===== src/rtl/counter_ctrl_pkg.sv =====
// counter_ctrl_pkg: state encoding and direction constants shared by counter_ctrl and counter_core
package counter_ctrl_pkg;
  typedef enum logic [1:0] {IDLE, RUN, PAUSE} state_e;
  localparam logic DIR_DOWN = 1'b0;
  localparam logic DIR_UP = 1'b1;
endpackage


===== src/rtl/counter_core.sv =====
// counter_core: synchronous loadable up/down counter with a terminal-count flag
module counter_core
  import counter_ctrl_pkg::*;
#(
  parameter int N = 4
) (
  input  logic         clk,
  input  logic         rst_n,
  input  logic         en,
  input  logic         load,
  input  logic         dir,
  input  logic [N-1:0] d,
  output logic [N-1:0] q,
  output logic         at_terminal
);
  logic [N-1:0] q_d, q_q;
  always_comb q_d = load ? d : !en ? q_q : (dir == DIR_UP) ? q_q + N'(1) : q_q - N'(1);
  always_ff @(posedge clk or negedge rst_n)
    if (!rst_n) q_q <= '0;
    else q_q <= q_d;
  assign q = q_q;
  assign at_terminal = (dir == DIR_UP) ? &q_q : ~|q_q;
endmodule


===== src/rtl/counter_ctrl.sv =====
// counter_ctrl: start/stop/pause sequencer around counter_core with terminal-count, done and auto-reload.
// Optional prescaler enabled by defining COUNTER_CTRL_PRESCALE_EN.
module counter_ctrl
  import counter_ctrl_pkg::*;
#(
  parameter int N = 4
) (
  input  logic         clk,
  input  logic         rst_n,
`ifdef COUNTER_CTRL_PRESCALE_EN
  input  logic [3:0]   prescale,
`endif
  input  logic         start,
  input  logic         stop,
  input  logic [N-1:0] load_val,
  input  logic         dir,
  input  logic         auto_reload,
  output logic [N-1:0] q,
  output logic         busy,
  output logic         tc,
  output logic         done
);
  state_e       state_q;
  logic         dir_q, done_q, tick, at_term, start_ok, run_go, term_hit;
  logic [N-1:0] preset_q;
  assign start_ok = state_q == IDLE && start && !stop;
  assign run_go   = state_q == RUN && !stop && tick;
  assign term_hit = run_go && at_term;
  counter_core #(.N(N)) u_core (
    .clk         (clk),
    .rst_n       (rst_n),
    .en          (run_go && !at_term),
    .load        (start_ok || (term_hit && auto_reload)),
    .dir         (dir_q),
    .d           (start_ok ? load_val : preset_q),
    .q           (q),
    .at_terminal (at_term)
  );
`ifdef COUNTER_CTRL_PRESCALE_EN
  logic [3:0] presc_q, pre_q;
  assign tick = pre_q == presc_q;
  // outside an uninterrupted RUN the divider sits at zero, so start/resume/pause all clear it
  always_ff @(posedge clk or negedge rst_n)
    if (!rst_n) begin
      presc_q <= '0;
      pre_q   <= '0;
    end else begin
      if (start_ok) presc_q <= prescale;
      pre_q <= (state_q == RUN && !stop && !tick) ? pre_q + 4'd1 : 4'd0;
    end
`else
  assign tick = 1'b1;
`endif
  always_ff @(posedge clk or negedge rst_n)
    if (!rst_n) begin
      state_q  <= IDLE;
      dir_q    <= DIR_DOWN;
      preset_q <= '0;
      done_q   <= 1'b0;
    end else begin
      done_q <= term_hit;
      case (state_q)
        IDLE: if (start_ok) begin
          state_q  <= RUN;
          dir_q    <= dir;
          preset_q <= load_val;
        end
        RUN: if (stop) state_q <= PAUSE;
             else if (term_hit && !auto_reload) state_q <= IDLE;
        PAUSE: if (stop) state_q <= IDLE;
               else if (start) state_q <= RUN;
        default: state_q <= IDLE;
      endcase
    end
  assign busy = state_q != IDLE;
  assign tc   = state_q == RUN && at_term && tick;
  assign done = done_q;
endmodule


===== config.mk =====
export PLATFORM = sky130hd
export DESIGN_NAME = counter_ctrl
export DESIGN_NICKNAME = d
export VERILOG_FILES = /design/src/rtl/counter_ctrl_pkg.sv /design/src/rtl/counter_core.sv /design/src/rtl/counter_ctrl.sv
export SDC_FILE = /design/constraint.sdc
export NUM_CORES = 1
export LEC_CHECK = 0
export CAP_MARGIN = 20
export CORE_UTILIZATION = 48
export CTS_CLUSTER_DIAMETER = 150
export DETAILED_ROUTE_END_ITERATION = 16
export PLACE_DENSITY = 0.77
export REMOVE_ABC_BUFFERS = 1
export SKIP_LAST_GASP = 1
export SLEW_MARGIN = 20
export SYNTH_ARGS = -nofsm -noshare
export SYNTH_HDL_FRONTEND = slang
export SYNTH_SLANG_ARGS = --single-unit

===== constraint.sdc =====
create_clock -name clk -period 2.29 [get_ports clk]
set_input_delay 0.458 -clock clk [delete_from_list [all_inputs] [get_ports clk]]
set_output_delay 0.458 -clock clk [all_outputs]
set_load 0.1 [all_outputs]

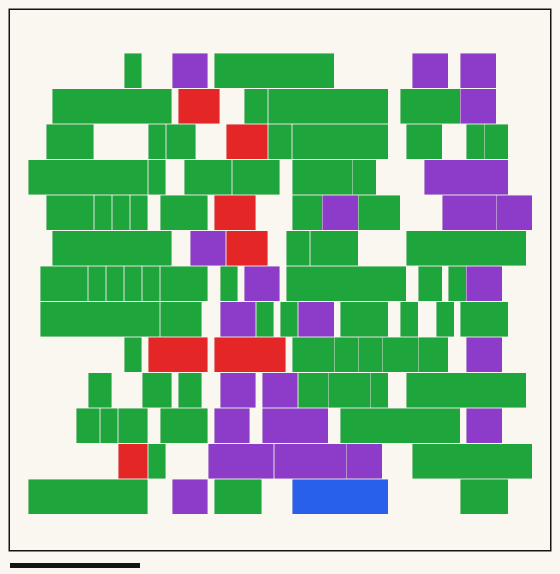
Run 1: drive-strength map
The bar under the picture is 10 um long.
Green marks _0 and _1 cells, cells 72, most used nand2_1. Blue marks _6 and larger, cells 1, most used buf_12. Red marks _2 cells, cells 7, most used o21ai_2. Purple marks _3 and _4 cells, cells 23, most used buf_4.
fin area: 1010 um2
bufs w/o clock: 25
area grow syn2layout: 35.8%
Worst Slack Setup Final: 89.4 ps

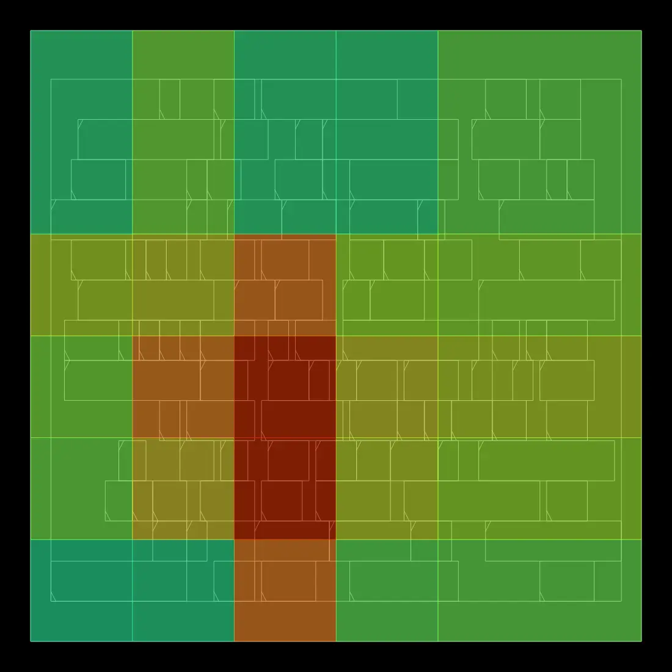
Run 1: routing congestion map
post-DR wirelength/cell: 13.8 um
M3 GR Usage: 4.79%

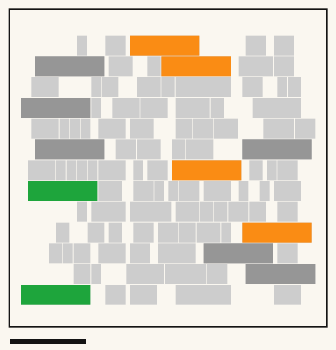
Run 1: sequential cells colored by netlist name
The bar under the picture is 10 um long. Other sequential cells in the stronger gray, the rest of the logic in the fainter gray.
Green marks state_q, sequential cells 2. Orange marks u_core.q, sequential cells 4.
sequential share of cell area: 29.7%
Seq. pwr: 322 uW
FF/Latch Area: 300 um2
Post-Route Utilization: 74.0%

run 1: synth_stat cells (2+ instances only):
master | count | area share (%)
a21oi_1 | 3 | 2.0
dfrtp_1 | 12 | 40
ha_1 | 2 | 3.4
mux2i_1 | 3 | 4.0
nand2_1 | 17 | 8.6
nand2b_1 | 2 | 1.7
nand3_1 | 4 | 2.7
nor2_1 | 3 | 1.5
nor2b_1 | 4 | 3.4
o21ai_0 | 4 | 2.7
o21ai_2 | 4 | 4.7
run 1: layout make-up:
cell class / count / area share [%]
repair buffers: 25 / 22.0
flip-flops and latches: 12 / 29.7
inverters: 1 / 0.371
multi-input cells: 62 / 43.8
well taps: 15 / 1.86
clock buffers: 3 / 2.23
run 1: critical path: stages, from the launching register on:
cell and delay [ps]:
dfrtp_1 400, or4_4 530, o22a_4 230, nor2b_4 130
buf_12 180
==> Slide: Implementation Results, run 1 <==
Key Metrics from the Run

Outcome
  • Status: finished clean

Synthesis
  • Sequential share of the synthesized area: around 40%
  • Post-synthesis mux area share: ~6%
  • Post-Syn Instances: around 76
  • Xor+xnor area frac: under 10%
  • Post-Syn Area: between 700 and 800 um2

Placed design
  • # port buffers: 16

Routing
  • Final WL: between 1.5 and 2 mm

Power
  • Clock net power: between 100 and 150 uW

Worst setup path
  • Arrival time worst endpoint: about 1700 ps
  • Startpoint Class: register
  • Crit path to: tc

Clock tree
  • Setup Fix Bufs, Post-CTS: 0
  • Number of H-tree levels: 1

Floorplan
  • Die W: 41.4 um
  • Core area: 1370 um2

Run
  • Log Warnings: 25
  • Maxcap violations: 0

Global route
  • Met2 Track Usage GR: about two fifths
  • Met1 usage: between 30% and 40%

STA
  • Final Cycle Share: between 90 and 100%
  • Finish-stage setup viols: 0
  • Clk_skew: ~7.3 ps

Worst hold path
  • Hold Crit Depth: 2
--- run 2 (diff from run 1) ---
--- a/config.mk
+++ b/config.mk
@@ -9,6 +9,7 @@
 export CORE_UTILIZATION = 48
 export CTS_CLUSTER_DIAMETER = 150
 export DETAILED_ROUTE_END_ITERATION = 16
+export MAX_ROUTING_LAYER = met4
 export PLACE_DENSITY = 0.77
 export REMOVE_ABC_BUFFERS = 1
 export SKIP_LAST_GASP = 1
==> Slide: Implementation Results, run 2 <==
Key Metrics from the Run

Clock tree
  • Number of H-tree levels: 1 (unchanged)
  • Setup Fix Bufs, Post-CTS: 0 (unchanged)

Run
  • Log Warnings: 25 (unchanged)
  • Maxcap violations: 0 (unchanged)

Worst setup path
  • CP Buf/Inv Count: 1 (unchanged)
  • Cell family with most CP delay: simple AND/OR/NAND/NOR gates (unchanged)
  • Arrival time worst endpoint: 1750 ps (was 1740 ps)
  • Worst-path cell chain: or4_4 -> o22a_4 -> nor2b_4 -> buf_12 (unchanged)
  • Crit. path cell count: 4 (unchanged)
  • Startpoint Class: register (unchanged)
  • CP Class: reg -> out (unchanged)
  • Crit path to: tc (unchanged)
  • Worst path slowest cell: or4_4 (unchanged)

Worst hold path
  • Hold Crit Depth: 2 (unchanged)
  • Hold path start: preset_q[2]$_DFFE_PN0N_ (was preset_q[3]$_DFFE_PN0N_)

Routing
  • WL met2: 777 um (was 774 um)
  • Final WL: 1.63 mm (was 1.62 mm)

Synthesis
  • Top post-synthesis cells by count: nand2_1 (17), dfrtp_1 (12) (unchanged)
  • Top-area cell share: 40.3% (unchanged)
  • Largest cells by area: dfrtp_1 (40%), nand2_1 (8.6%), o21ai_2 (4.7%), mux2i_1 (4.0%), ha_1 (3.4%) (unchanged)
  • Yosys top cell by area: dfrtp_1 (unchanged)
  • Synth top cell by count: nand2_1 (unchanged)
  • Post-Syn Instances: 76 (unchanged)
  • Post-Syn Area: 744 um2 (unchanged)

Power
  • Power per cell area: 1220 nW/um2 (about the same)

Layout
  • Area grow syn2layout: 35.8% (unchanged)
  • Fin area: 1010 um2 (unchanged)
  • Post-Route Utilization: 74.0% (unchanged)

Placed design
  • # port buffers: 16 (unchanged)

Floorplan
  • Die W: 41.4 um (unchanged)

STA
  • Final Cycle Share: 96.3% (was 96.1%)
  • Clk_skew: 4.25 ps (was 7.34 ps)
  • Worst Slack Setup Final: 83.8 ps (was 89.4 ps)
  • Finish-stage setup viols: 0 (unchanged)

Global route
  • M3 GR Usage: 5.85% (was 4.79%)

Outcome
  • Status: finished clean (unchanged)
==> run 2: power by group through the flow <==
stage               Clock [uW]  Sequential (uW)  Combinational, uW
finish                     132              322                780
global route               144              331                839
CTS                        137              320                764
detailed placement           0              325                753
global placement             0              323                742
floorplan                    0              567                321
==> run 2: area by class of cell <==
type                       instances  area [um2]
tap                               15        18.8
multi-input combinational         62         443
sequential                        12         300
clock buffer                       3        22.5
fill                             111         355
timing repair buffer              25         223
inverter                           1        3.75
==> run 2: kinds of logic (layout without fill, tap and decap cells) <==
group                    Yosys count  in the layout  synth area share [%]
XOR/XNOR                           2              2                  2.35
adder cells (fa/ha/maj)            3              3                  6.05
buffers and inverters              2             29                  1.18
flip-flops                        12             12                  40.3
AND-OR/OR-AND                     16             16                  16.1
AND/OR/NAND/NOR                   37             37                  27.9
multiplexers                       4              4                  6.05
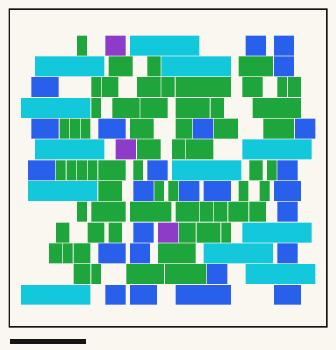
Run 2: placement by cell class
The bar under the picture is 10 um long.
Cyan marks flops, cells 12, share of their area 30%. Green marks combinational and other logic, cells 63, share of their area 45%. Blue marks other buffers and delay cells, cells 25, share of their area 22%. Purple marks clock drivers, cells 3, share of their area 2.3%.
core area: 1370 um2
row cnt: 13

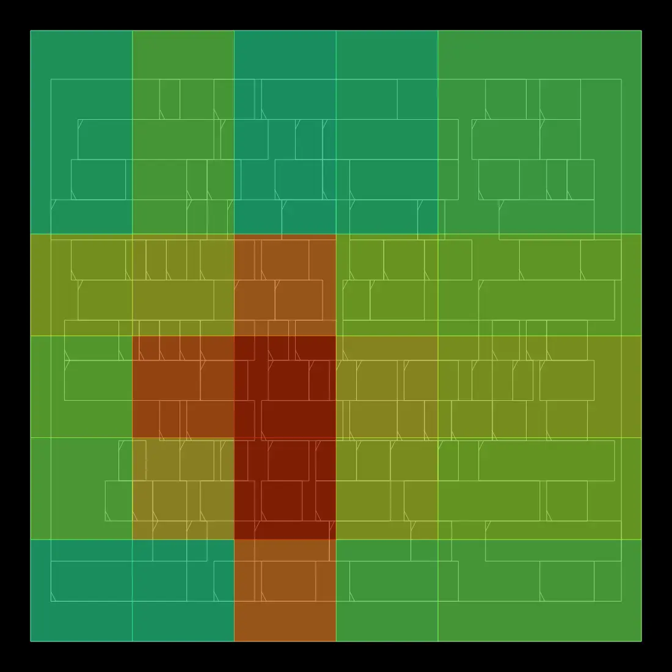
Run 2: routing congestion map
post-DR wirelength/cell: 13.8 um
met2 Track Usage GR: 39.1%
met1 usage: 29.4%

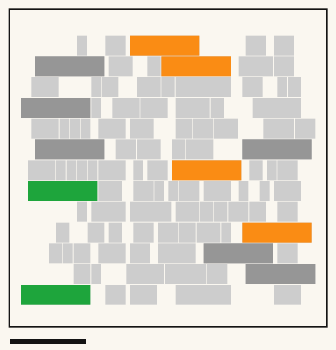
Run 2: sequential cells colored by netlist name
The bar under the picture is 10 um long. Other sequential cells in the stronger gray, the rest of the logic in the fainter gray.
Green marks state_q, sequential cells 2. Orange marks u_core.q, sequential cells 4.

Power is estimated from default activity; no workload was simulated.
